==> src/rtl/dmem_pkg.sv <==
// Shared types and constants for the data-memory arbiter.
// Used by dmem_arbiter and dmem_rr_pick.
package dmem_pkg;

    localparam int unsigned DMEM_BYTES  = 1024;
    localparam int unsigned DMEM_ADDR_W = 32;
    localparam int unsigned DMEM_DATA_W = 32;
    localparam int unsigned DMEM_CNT_W  = 4;

    localparam logic M_LSU = 1'b0;
    localparam logic M_DBG = 1'b1;

    typedef enum logic [1:0] {
        ST_IDLE   = 2'd0,
        ST_ACCESS = 2'd1,
        ST_DONE   = 2'd2
    } dmem_state_e;

    typedef struct packed {
        logic                   we;
        logic [DMEM_ADDR_W-1:0] addr;
        logic [DMEM_DATA_W-1:0] wdata;
    } dmem_txn_t;

    // A word access touches addr..addr+3; compute in 33 bits so a wrap cannot look legal.
    function automatic logic addr_oob(input logic [DMEM_ADDR_W-1:0] addr,
                                      input int unsigned mem_bytes);
        return ({1'b0, addr} + 33'd3) >= 33'(mem_bytes);
    endfunction

endpackage

==> src/rtl/dmem_rr_pick.sv <==
// Combinational two-way request picker.
// DMEM_ARB_FIXED_PRIO_EN selects fixed priority (master 0 wins ties); default is round-robin.
module dmem_rr_pick
    import dmem_pkg::*;
(
    input  logic [1:0] req,
    input  logic       last_grant,
    output logic       valid,
    output logic       id
);

`ifdef DMEM_ARB_FIXED_PRIO_EN
    logic unused_last_grant;
    assign unused_last_grant = last_grant;
`endif

    always_comb begin
        valid = |req;
        id    = M_LSU;
        if (req == 2'b10) begin
            id = M_DBG;
        end else if (req == 2'b11) begin
`ifdef DMEM_ARB_FIXED_PRIO_EN
            id = M_LSU;
`else
            id = ~last_grant;
`endif
        end
    end

endmodule

==> src/rtl/dmem_arbiter.sv <==
// Two-master arbiter/sequencer for the single-port data memory.
// Optional DMEM_ARB_FIXED_PRIO_EN (in dmem_rr_pick) switches ties to fixed priority.
module dmem_arbiter
    import dmem_pkg::*;
#(
    parameter int unsigned ADDR_W      = DMEM_ADDR_W,
    parameter int unsigned DATA_W      = DMEM_DATA_W,
    parameter int unsigned MEM_BYTES   = DMEM_BYTES,
    parameter int unsigned HOLD_CYCLES = 1
) (
    input  logic              clk,
    input  logic              rst,
    input  logic              m0_req,
    input  logic              m0_we,
    input  logic [ADDR_W-1:0] m0_addr,
    input  logic [DATA_W-1:0] m0_wdata,
    output logic              m0_gnt,
    output logic              m0_rvalid,
    output logic [DATA_W-1:0] m0_rdata,
    output logic              m0_err,
    input  logic              m1_req,
    input  logic              m1_we,
    input  logic [ADDR_W-1:0] m1_addr,
    input  logic [DATA_W-1:0] m1_wdata,
    output logic              m1_gnt,
    output logic              m1_rvalid,
    output logic [DATA_W-1:0] m1_rdata,
    output logic              m1_err,
    output logic              mem_we,
    output logic [ADDR_W-1:0] mem_addr,
    output logic [DATA_W-1:0] mem_wdata,
    input  logic [DATA_W-1:0] mem_rdata
);

    localparam int unsigned CNT_W = DMEM_CNT_W;

    dmem_state_e       state_q, state_d;
    dmem_txn_t         txn_q, txn_d, pick_txn;
    logic              last_grant_q, last_grant_d;
    logic              id_q, id_d;
    logic              err_q, err_d;
    logic [CNT_W-1:0]  cnt_q, cnt_d;

    logic              mem_we_q, mem_we_d;
    logic [ADDR_W-1:0] mem_addr_q, mem_addr_d;
    logic [DATA_W-1:0] mem_wdata_q, mem_wdata_d;
    logic [1:0]        rvalid_q, rvalid_d;
    logic [1:0]        rerr_q, rerr_d;
    logic [DATA_W-1:0] rdata0_q, rdata0_d;
    logic [DATA_W-1:0] rdata1_q, rdata1_d;

    logic              pick_valid;
    logic              pick_id;
    logic [1:0]        gnt_c;

    dmem_rr_pick u_pick (
        .req        ({m1_req, m0_req}),
        .last_grant (last_grant_q),
        .valid      (pick_valid),
        .id         (pick_id)
    );

    // Request fields of the picked master, widened to the internal payload.
    always_comb begin
        if (pick_id == M_DBG) begin
            pick_txn.we    = m1_we;
            pick_txn.addr  = DMEM_ADDR_W'(m1_addr);
            pick_txn.wdata = DMEM_DATA_W'(m1_wdata);
        end else begin
            pick_txn.we    = m0_we;
            pick_txn.addr  = DMEM_ADDR_W'(m0_addr);
            pick_txn.wdata = DMEM_DATA_W'(m0_wdata);
        end
    end

    // Next state; out-of-range accesses spend one dead ACCESS cycle with the port idle,
    // so their error response lands two cycles after the grant.
    always_comb begin
        state_d      = state_q;
        txn_d        = txn_q;
        last_grant_d = last_grant_q;
        id_d         = id_q;
        err_d        = err_q;
        cnt_d        = cnt_q;
        gnt_c        = 2'b00;
        rvalid_d     = 2'b00;
        rerr_d       = 2'b00;
        rdata0_d     = '0;
        rdata1_d     = '0;
        mem_we_d     = 1'b0;
        mem_addr_d   = '0;
        mem_wdata_d  = '0;

        case (state_q)
            ST_IDLE: begin
                if (pick_valid && !rst) begin
                    gnt_c[pick_id] = 1'b1;
                    id_d           = pick_id;
                    txn_d          = pick_txn;
                    err_d          = addr_oob(pick_txn.addr, MEM_BYTES);
                    cnt_d          = err_d ? '0 : CNT_W'(HOLD_CYCLES - 1);
                    state_d        = ST_ACCESS;
                end
            end
            ST_ACCESS: begin
                if (cnt_q == '0) begin
                    state_d          = ST_DONE;
                    rvalid_d[id_q]   = 1'b1;
                    rerr_d[id_q]     = err_q;
                    if (!err_q && !txn_q.we) begin
                        if (id_q == M_LSU) rdata0_d = mem_rdata;
                        else               rdata1_d = mem_rdata;
                    end
                end else begin
                    cnt_d = cnt_q - CNT_W'(1);
                end
            end
            ST_DONE: begin
                last_grant_d = id_q;
                err_d        = 1'b0;
                state_d      = ST_IDLE;
            end
            default: begin
                state_d = ST_IDLE;
            end
        endcase

        // Memory port is registered from the next state; write strobe only on the last hold cycle.
        if (state_d == ST_ACCESS && !err_d) begin
            mem_addr_d  = ADDR_W'(txn_d.addr);
            mem_wdata_d = DATA_W'(txn_d.wdata);
            mem_we_d    = txn_d.we && (cnt_d == '0);
        end
    end

    always_ff @(posedge clk) begin
        if (rst) begin
            state_q      <= ST_IDLE;
            txn_q        <= '0;
            last_grant_q <= M_DBG;
            id_q         <= M_LSU;
            err_q        <= 1'b0;
            cnt_q        <= '0;
            mem_we_q     <= 1'b0;
            mem_addr_q   <= '0;
            mem_wdata_q  <= '0;
            rvalid_q     <= 2'b00;
            rerr_q       <= 2'b00;
            rdata0_q     <= '0;
            rdata1_q     <= '0;
        end else begin
            state_q      <= state_d;
            txn_q        <= txn_d;
            last_grant_q <= last_grant_d;
            id_q         <= id_d;
            err_q        <= err_d;
            cnt_q        <= cnt_d;
            mem_we_q     <= mem_we_d;
            mem_addr_q   <= mem_addr_d;
            mem_wdata_q  <= mem_wdata_d;
            rvalid_q     <= rvalid_d;
            rerr_q       <= rerr_d;
            rdata0_q     <= rdata0_d;
            rdata1_q     <= rdata1_d;
        end
    end

    assign m0_gnt    = gnt_c[0];
    assign m1_gnt    = gnt_c[1];
    assign m0_rvalid = rvalid_q[0];
    assign m1_rvalid = rvalid_q[1];
    assign m0_err    = rerr_q[0];
    assign m1_err    = rerr_q[1];
    assign m0_rdata  = rdata0_q;
    assign m1_rdata  = rdata1_q;
    assign mem_we    = mem_we_q;
    assign mem_addr  = mem_addr_q;
    assign mem_wdata = mem_wdata_q;

endmodule

==> config.mk <==
export PLATFORM = sky130hd
export DESIGN_NAME = dmem_arbiter
export DESIGN_NICKNAME = d
export VERILOG_FILES = /design/src/rtl/dmem_pkg.sv /design/src/rtl/dmem_rr_pick.sv /design/src/rtl/dmem_arbiter.sv
export SDC_FILE = /design/constraint.sdc
export NUM_CORES = 1
export LEC_CHECK = 0
export CAP_MARGIN = 20
export CORE_AREA = 2 2 105 184
export CTS_BUF_LIST = sky130_fd_sc_hd__clkbuf_4 sky130_fd_sc_hd__clkbuf_8
export DETAILED_ROUTE_END_ITERATION = 6
export DIE_AREA = 0 0 107 186
export MAX_ROUTING_LAYER = met4
export PLACE_DENSITY_LB_ADDON = 0.1
export SYNTH_ARGS = -nofsm -noshare
export SYNTH_HDL_FRONTEND = slang
export SYNTH_SLANG_ARGS = --single-unit
==> constraint.sdc <==
create_clock -name clk -period 3 [get_ports clk]
set_input_delay 0.3 -clock clk [delete_from_list [all_inputs] [get_ports clk]]
set_output_delay 0.3 -clock clk [all_outputs]
set_load 0.005 [all_outputs]
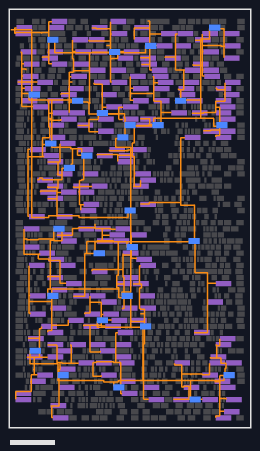
Figure 1: run 1, clock distribution.
The bar under the picture is 20 um long.
legend:
  blue:
    item: clock-net drivers
    count: 29
  orange:
    item: clock wires
    length: 2520 um
  purple:
    item: flip-flops
    count: 207
flops lie: widely spread
power of the clock network: 2.55 mW
insertion delay of the later-clocked pin in the worst-skew pair: 570 ps

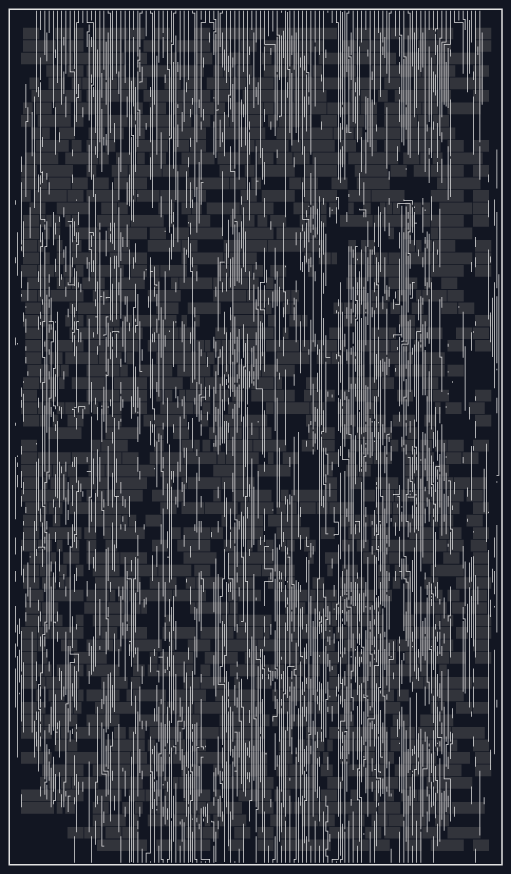
Figure 2: run 1, signal wires on met2.
wire length on this layer: 14600 um
longest straight run: 56.4 um
met2 Use GR: 49.4%
final wirelength: 27200 um
total number of vias: 8431

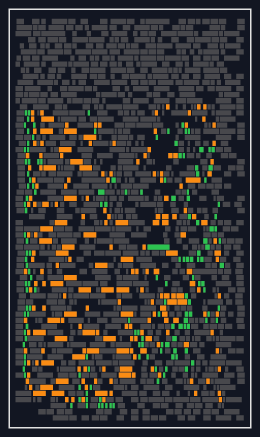
Figure 3: run 1, selected gate families.
legend:
  green:
    family: nand cells
    cells: 150
    most_used: nand2_1
  orange:
    family: aoi and oai cells
    cells: 200
    most_used: a21oi_1
most common logic cell in the routed design: clkdlybuf4s50_1
post-route insts no fill: 1590
proportion of cell area occupied by multi-input gates: 31.0%

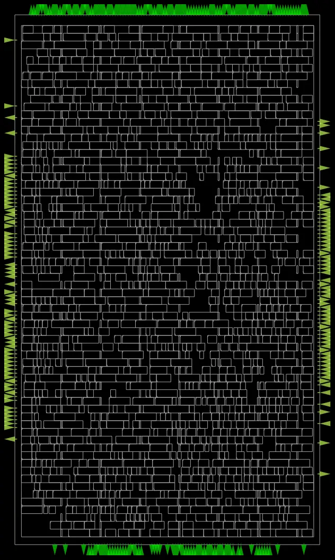
Figure 4: run 1, cell outlines without signal wires.
Row Count: 66
Layout Utilization: 72.0%
filler instances: 1476
sequential cell area share: 31.3%

==> run summary, run 1 <==
Quick summary of the implementation run below.

For reference, the top cells by count after synthesis are dfxtp_1, a21oi_1, nand2_1. The highest ir drop seen on vdd is 0.000471 V. The total stage count of the critical path came out at 8. The worst setup path startpoint is rst.

Setup repair after global routing left no endpoint under its margin. The number of global-route vias before repair is 8368. The total of max-cap violations came out at 0. The worst register-to-register path begins at last_grant_q. The power density over cell area came out at 484 mW/mm^2.

In this run switching power makes up 25.0% of total power. In the per-layer breakdown of the detailed-route log, met1 shows 9970 um. The number of enable flip-flop cells came out at 0. For reference, the top cells by area after synthesis are dfxtp_1, o32ai_2, a21oi_1. The synthesized area divided by synthesized cell count is 8.94 sq um. The summed negative setup slack over all endpoints came out at 0 ps. In this run the most critical hold path is launched from mem_rdata[16]. The initial antenna violation count is 0. Counting every instance in the synthesized netlist gives 956. The part of the total power dissipated in combinational logic came out at 15.6%.

The flow ran to the end, and the final reports show no timing, DRC or antenna violations. In the synthesized netlist the dominant register cell turns out to be dfxtp_1. The clock tree from TritonCTS is done. Per the cell usage report, the commonest logic cells after layout are clkdlybuf4s50_1, dfxtp_1, a21oi_1, nand2_1, buf_4. The share of power burned in registers came out at 44.7%. The number of multi-input logic gates is 669. The largest net degree at the start of global routing is 71. The number of cells on the worst reg-to-reg path is 10. The final hold slack came out at 323 ps. The register-to-register setup slack came out at 250 ps. The synthesis-stage register bit count is 207. The power report lists the combinational group at 1.00 mW. The number of buffers added on ports is 300. The total count of max-transition violations in the final report came out at 0.

The part of the total power dissipated in the clock network is 39.7%.
## run 1: logic make-up (layout without fill, tap and decap cells)
group / after synthesis / in the layout / share of synthesized area [%]
AND/OR/NAND/NOR: 430 / 430 / 24.8
buffers and inverters: 80 / 476 / 4.04
flip-flops: 207 / 207 / 48.5
XOR/XNOR: 6 / 6 / 0.615
adder cells (fa/ha/maj): 1 / 1 / 0.146
multiplexers: 24 / 24 / 2.86
AND-OR/OR-AND: 208 / 208 / 19.0
## run 1: state kept, by name, indices dropped and copies added (netlist names)
signal and cells:
err_q 1, last_grant_q 1, mem_addr 32, cnt_q 4
rvalid_q 2, m0_rdata 32, m1_rdata 32, id_q 1
rerr_q 2, txn_q 65, mem_we 1, state_q 2
mem_wdata 32
Figure 5. Cell classes on the final placement (run 1).
The bar under the picture is 20 um long.
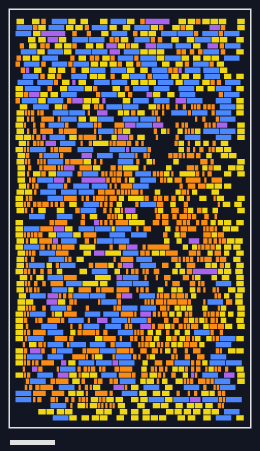

==> run 2, diff against run 1 <==
--- a/config.mk
+++ b/config.mk
@@ -6,10 +6,10 @@
 export NUM_CORES = 1
 export LEC_CHECK = 0
 export CAP_MARGIN = 20
-export CORE_AREA = 2 2 105 184
+export CORE_AREA = 2 2 102 178
 export CTS_BUF_LIST = sky130_fd_sc_hd__clkbuf_4 sky130_fd_sc_hd__clkbuf_8
 export DETAILED_ROUTE_END_ITERATION = 6
-export DIE_AREA = 0 0 107 186
+export DIE_AREA = 0 0 104 180
 export MAX_ROUTING_LAYER = met4
 export PLACE_DENSITY_LB_ADDON = 0.1
 export SYNTH_ARGS = -nofsm -noshare
==> constraint.sdc (replaced) <==
create_clock -name clk -period 3.5 [get_ports clk]
set_input_delay 0.35 -clock clk [delete_from_list [all_inputs] [get_ports clk]]
set_output_delay 0.35 -clock clk [all_outputs]
set_load 0.005 [all_outputs]
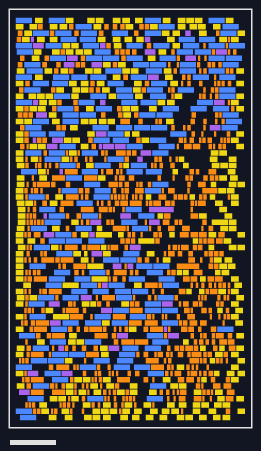
Figure 6: run 2, cell classes on the final placement.
The bar under the picture is 20 um long.
legend:
  yellow:
    class: remaining buffers and delay cells
    cells: 337
    share_of_their_area: 27%
  blue:
    class: registers
    cells: 207
    share_of_their_area: 34%
  purple:
    class: clock drivers and dummy loads
    cells: 52
    share_of_their_area: 5.0%
  orange:
    class: remaining logic cells
    cells: 676
    share_of_their_area: 34%
floorplan core area: 0.0173 sq mm
sequential cell area share: 33.0%
Row Count: 64

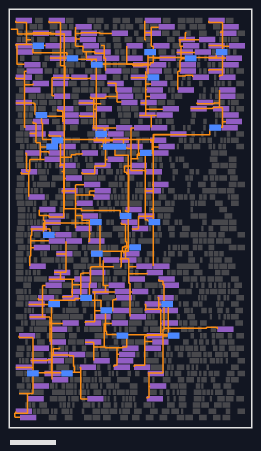
Figure 7: run 2, clock distribution.
The bar under the picture is 20 um long.
power of the clock network: 1.94 mW
clock network fraction of total power: 37.4%
insertion delay of the later-clocked pin in the worst-skew pair: 560 ps

==> run 2 against run 1 <==
Global-route usage up 3.3 points. Critical path depth down 3. Non-clock buffer count fell by 79.
==> run summary, run 2 <==
Quick summary of the implementation run below.

The number of enable flip-flop cells was 0 (unchanged). Most used cells in the layout excluding fill and tap cells: clkdlybuf4s50_1, dfxtp_1, a21oi_1, nand2_1, nor2_1 (was clkdlybuf4s50_1, dfxtp_1, a21oi_1, nand2_1, buf_4). The summed negative setup slack over all endpoints is 0 ps (unchanged). The total stage count of the critical path was 5 (was 8). The met1 routed wirelength after detailed routing came to 10100 um (was 9970 um). Outcome: finished, final reports clean (unchanged). Setup repair after global routing missed its margin: no (unchanged). The power density over cell area came out at 414 mW/mm^2 (was 484 mW/mm^2).

The final hold slack came out at 108 ps (was 323 ps). The most numerous logic cell after layout was clkdlybuf4s50_1 (unchanged). The register with the most flip-flops was txn_q (unchanged).

The complex-gate fraction of the synthesized area came out at 19.0% (unchanged). The worst hold path startpoint is rst (was mem_rdata[16]). The part of the total power dissipated in combinational logic is 15.3% (was 15.6%). The worst setup path startpoint is m0_req (was rst). The total of max-cap violations is 0 (unchanged). The flip-flop count of the largest register after layout is 65 (unchanged). The xor and xnor area share after synthesis came out at 0.615% (unchanged).

The highest ir drop seen on vdd is 0.000349 V (was 0.000471 V). The total count of max-transition violations in the final report came out at 0 (unchanged). The main kind of combinational logic by area is simple AND/OR/NAND/NOR gates (unchanged). The most used flip-flop cell after synthesis is dfxtp_1 (unchanged). The share of power burned in registers came out at 47.3% (was 44.7%). List of most frequent post-synthesis cells: dfxtp_1, a21oi_1, nand2_1 (unchanged).

The synthesized netlist cell count came to 956 (unchanged). Top area cells in the synthesized netlist: dfxtp_1, o32ai_2, a21oi_1 (unchanged). The register-to-register setup slack came out at 570 ps (was 250 ps). The simple-gate share of the synthesized area is 24.8% (unchanged). The switching share of total power came out at 25.6% (was 25.0%).
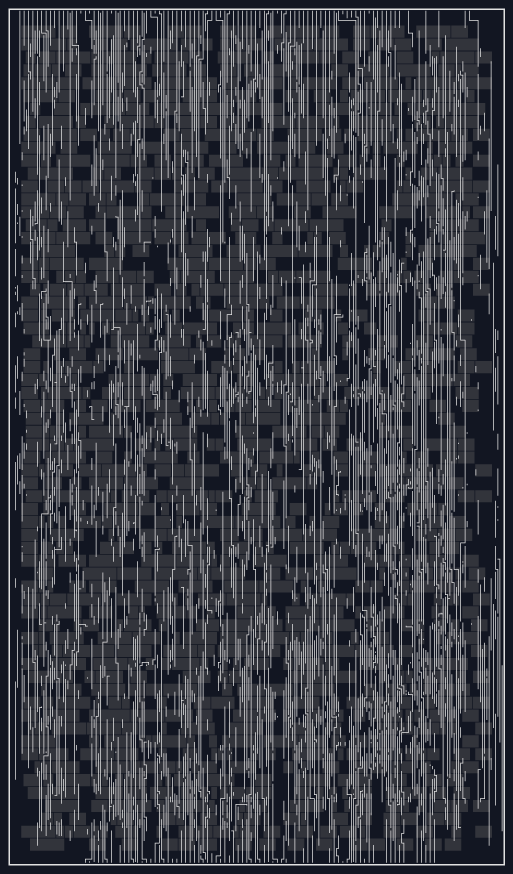
Figure 8: run 2, signal wires on met2.
share of all routed wire: 52%
longest straight run: 94.9 um
wire length on this layer: 14700 um
main direction: vertical
nets with wire on the layer: 1258
total number of vias: 8316
met2 Use GR: 53.9%
final wirelength: 28300 um

==> run 2: netlist changes by cell type in the layout (fill, tap and decap cells not counted), sizes merged <==
cell / before / now
buf: 116 / 38
bufinv: 4 / 1
clkbuf: 41 / 44
clkinv: 7 / 6
clkinvlp: 1 / 0
dlygate4sd3: 1 / 0
inv: 7 / 8
==> run 2: area by class of cell <==
class	instances	area, sq um
repair buffers	337	3360
inverters	7	26.3
flip-flops and latches	207	4140
clock buffers	44	543
clock inverters	8	71.3
multi-input cells	669	4110
well taps	231	289
fillers	1417	4750
==> run 2: per-stage QoR <==
step	total power [mW]	std cells	utilization, %
after floorplan	2.87	956	-
after global placement	3.29	1451	69.0
after detailed placement	3.30	1451	69.0
after CTS	5.23	1503	72.5
after global routing	5.40	1503	72.5
final	5.20	1503	72.5
Figure 9. Selected gate families (run 2).
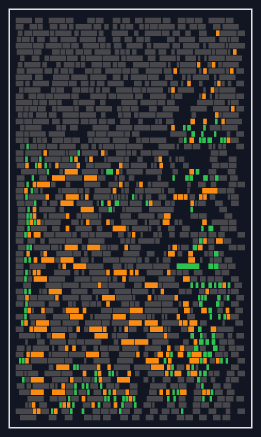

==> run 3, diff against run 2 <==
--- a/config.mk
+++ b/config.mk
@@ -6,10 +6,11 @@
 export NUM_CORES = 1
 export LEC_CHECK = 0
 export CAP_MARGIN = 20
-export CORE_AREA = 2 2 102 178
+export CORE_AREA = 2 2 108 188
 export CTS_BUF_LIST = sky130_fd_sc_hd__clkbuf_4 sky130_fd_sc_hd__clkbuf_8
 export DETAILED_ROUTE_END_ITERATION = 6
-export DIE_AREA = 0 0 104 180
+export DIE_AREA = 0 0 110 190
+export GPL_ROUTABILITY_DRIVEN = 0
 export MAX_ROUTING_LAYER = met4
 export PLACE_DENSITY_LB_ADDON = 0.1
 export SYNTH_ARGS = -nofsm -noshare
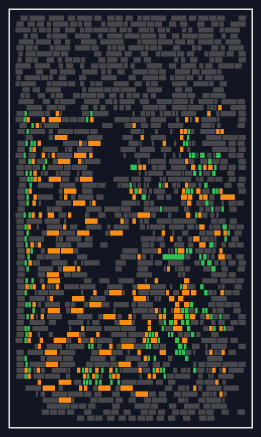
Figure 10: run 3, selected gate families.
legend:
  orange:
    family: aoi and oai cells
    cells: 200
    most_used: a21oi_1
  green:
    family: nand cells
    cells: 150
    most_used: nand2_1
post-route insts no fill: 1516
proportion of cell area occupied by multi-input gates: 32.5%

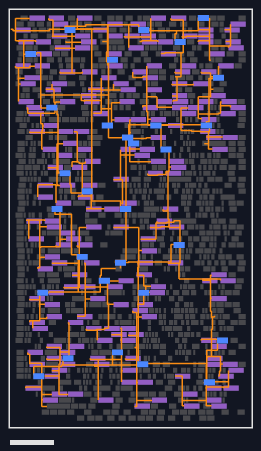
Figure 11: run 3, clock distribution.
The bar under the picture is 20 um long.
legend:
  purple:
    item: flip-flops
    count: 207
  blue:
    item: clock-net drivers
    count: 30
  orange:
    item: clock wires
    length: 2600 um
flops lie: widely spread
Post-Route Skew: 15.7 ps
clock network fraction of total power: 41.6%
power of the clock network: 2.29 mW

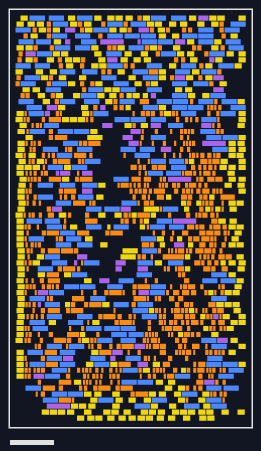
Figure 12: run 3, cell classes on the final placement.
The bar under the picture is 20 um long.
Row Count: 68
Layout Utilization: 64.7%
sequential cell area share: 32.9%
floorplan core area: 0.0195 sq mm

==> run 3 against run 2 <==
Sequential power about the same. First-iteration DRC count increased by 9.3%. Non-clock buffer count shrank 3. Flip-flop count is the same. Worst hold slack got worse by 51 ps. Clock power is 18% higher. Area after synthesis is the same. Synthesized cell count is the same. Global-route usage shrank 5.8 points. Maximum frequency rose by 3.0%. Register-to-register slack better by 30 ps. Largest cell class unchanged. Combinational power down 3.6%.
==> run summary, run 3 <==
Quick summary of the implementation run below.

Outcome: finished, final reports clean (unchanged). List of most frequent post-synthesis cells: dfxtp_1, a21oi_1, nand2_1 (unchanged). The highest ir drop seen on vdd is 0.000293 V (was 0.000349 V). The initial antenna violation count came out at 1 (was 0). The total count of max-transition violations in the final report is 0 (unchanged). The share of synthesized area spent on multiplexers came out at 2.86% (unchanged). The complex-gate fraction of the synthesized area came out at 19.0% (unchanged). The via total after detailed routing came out at 8015 (was 8316).

The synthesized area divided by synthesized cell count came to 8.94 sq um (unchanged). The worst hold path startpoint is rst (unchanged). The number of enable flip-flop cells is 0 (unchanged). The fraction of registers with async set/reset was 0% (unchanged). The most used flip-flop cell after synthesis was dfxtp_1 (unchanged). The main kind of combinational logic by area was simple AND/OR/NAND/NOR gates (unchanged). The total stage count of the critical path was 5 (unchanged). The number of global-route vias before repair came out at 7872 (was 8525). The adder-cell area share of the yosys netlist is 0.146% (unchanged). The final hold slack is 57.9 ps (was 108 ps). The path depth of the worst reg2reg path is 11 (was 10).

Setup repair after global routing missed its margin: no (unchanged). The worst setup path startpoint is m0_req (unchanged). The total of max-cap violations came out at 0 (unchanged).

The OpenROAD warning count came to 26 (unchanged). The power density over cell area was 437 mW/mm^2 (was 414 mW/mm^2). The latest clock arrival within the worst-skew pair was 560 ps (about the same). The post-place instance area is 0.0119 sq mm (about the same). The synthesis-stage register bit count is 207 (unchanged).

Top area cells in the synthesized netlist: dfxtp_1, o32ai_2, a21oi_1 (unchanged). The clock sink count came to 207 (unchanged). The overall power consumption is 5.52 mW (was 5.20 mW).

The clock tree from TritonCTS is done (unchanged). The register-to-register setup slack is 600 ps (was 570 ps). The register with the most flip-flops is txn_q (unchanged). The die span in y is 190 um (was 180 um).

Most used cells in the layout excluding fill and tap cells: clkdlybuf4s50_1, dfxtp_1, a21oi_1, nand2_1, nor2_1 (unchanged). The setup violation total in the final timing report came out at 0 (unchanged). The simple-gate share of the synthesized area came to 24.8% (unchanged).

The number of buffers added on ports came to 300 (unchanged). The final routed wirelength across all metal layers came out at 25900 um (was 28300 um). The area of the multi-input gates was 0.00411 sq mm (unchanged).

The number of filler cells placed in the layout is 1697 (was 1417). The flip-flop count of the largest register after layout is 65 (unchanged). The most numerous logic cell after layout is clkdlybuf4s50_1 (unchanged).

The startpoint of the lowest-slack register-to-register path is last_grant_q (unchanged). The synthesized netlist cell count came out at 956 (unchanged). The yosys cell count is 956 (unchanged). The summed negative setup slack over all endpoints is 0 ps (unchanged). The combined flip-flop and latch cell area came to 0.00414 sq mm (unchanged). The post-cts hold buffer count is 0 (unchanged).
[run 3: cell counts after synthesis]
No cell type changed its count.
[run 3: layer usage]
layer	vias up	global-route usage (%)	wire, um
li1	3962	-	-
met1	3702	26.7	9440
met2	289	43.7	13900
met3	62	5.14	1700
met4	0	9.88	933
met5	-	-	0
[run 3: final cells by class]
type / count / area share [%]
Tap cell: 245 / 2.43
Inverter: 7 / 0.208
Timing Repair Buffer: 334 / 26.2
Sequential cell: 207 / 32.9
Multi-Input combinational cell: 669 / 32.5
Clock inverter: 10 / 1.42
Antenna cell: 1 / 0.0198
Clock buffer: 43 / 4.34
[run 3: where the power goes]
part           total (mW)  switching [mW]  internal (mW)
Clock                2.29           0.916           1.38
Sequential           2.46          0.0253           2.43
Combinational       0.766           0.411          0.355
Power figures rest on the tool's default switching activity, not on a simulated workload.
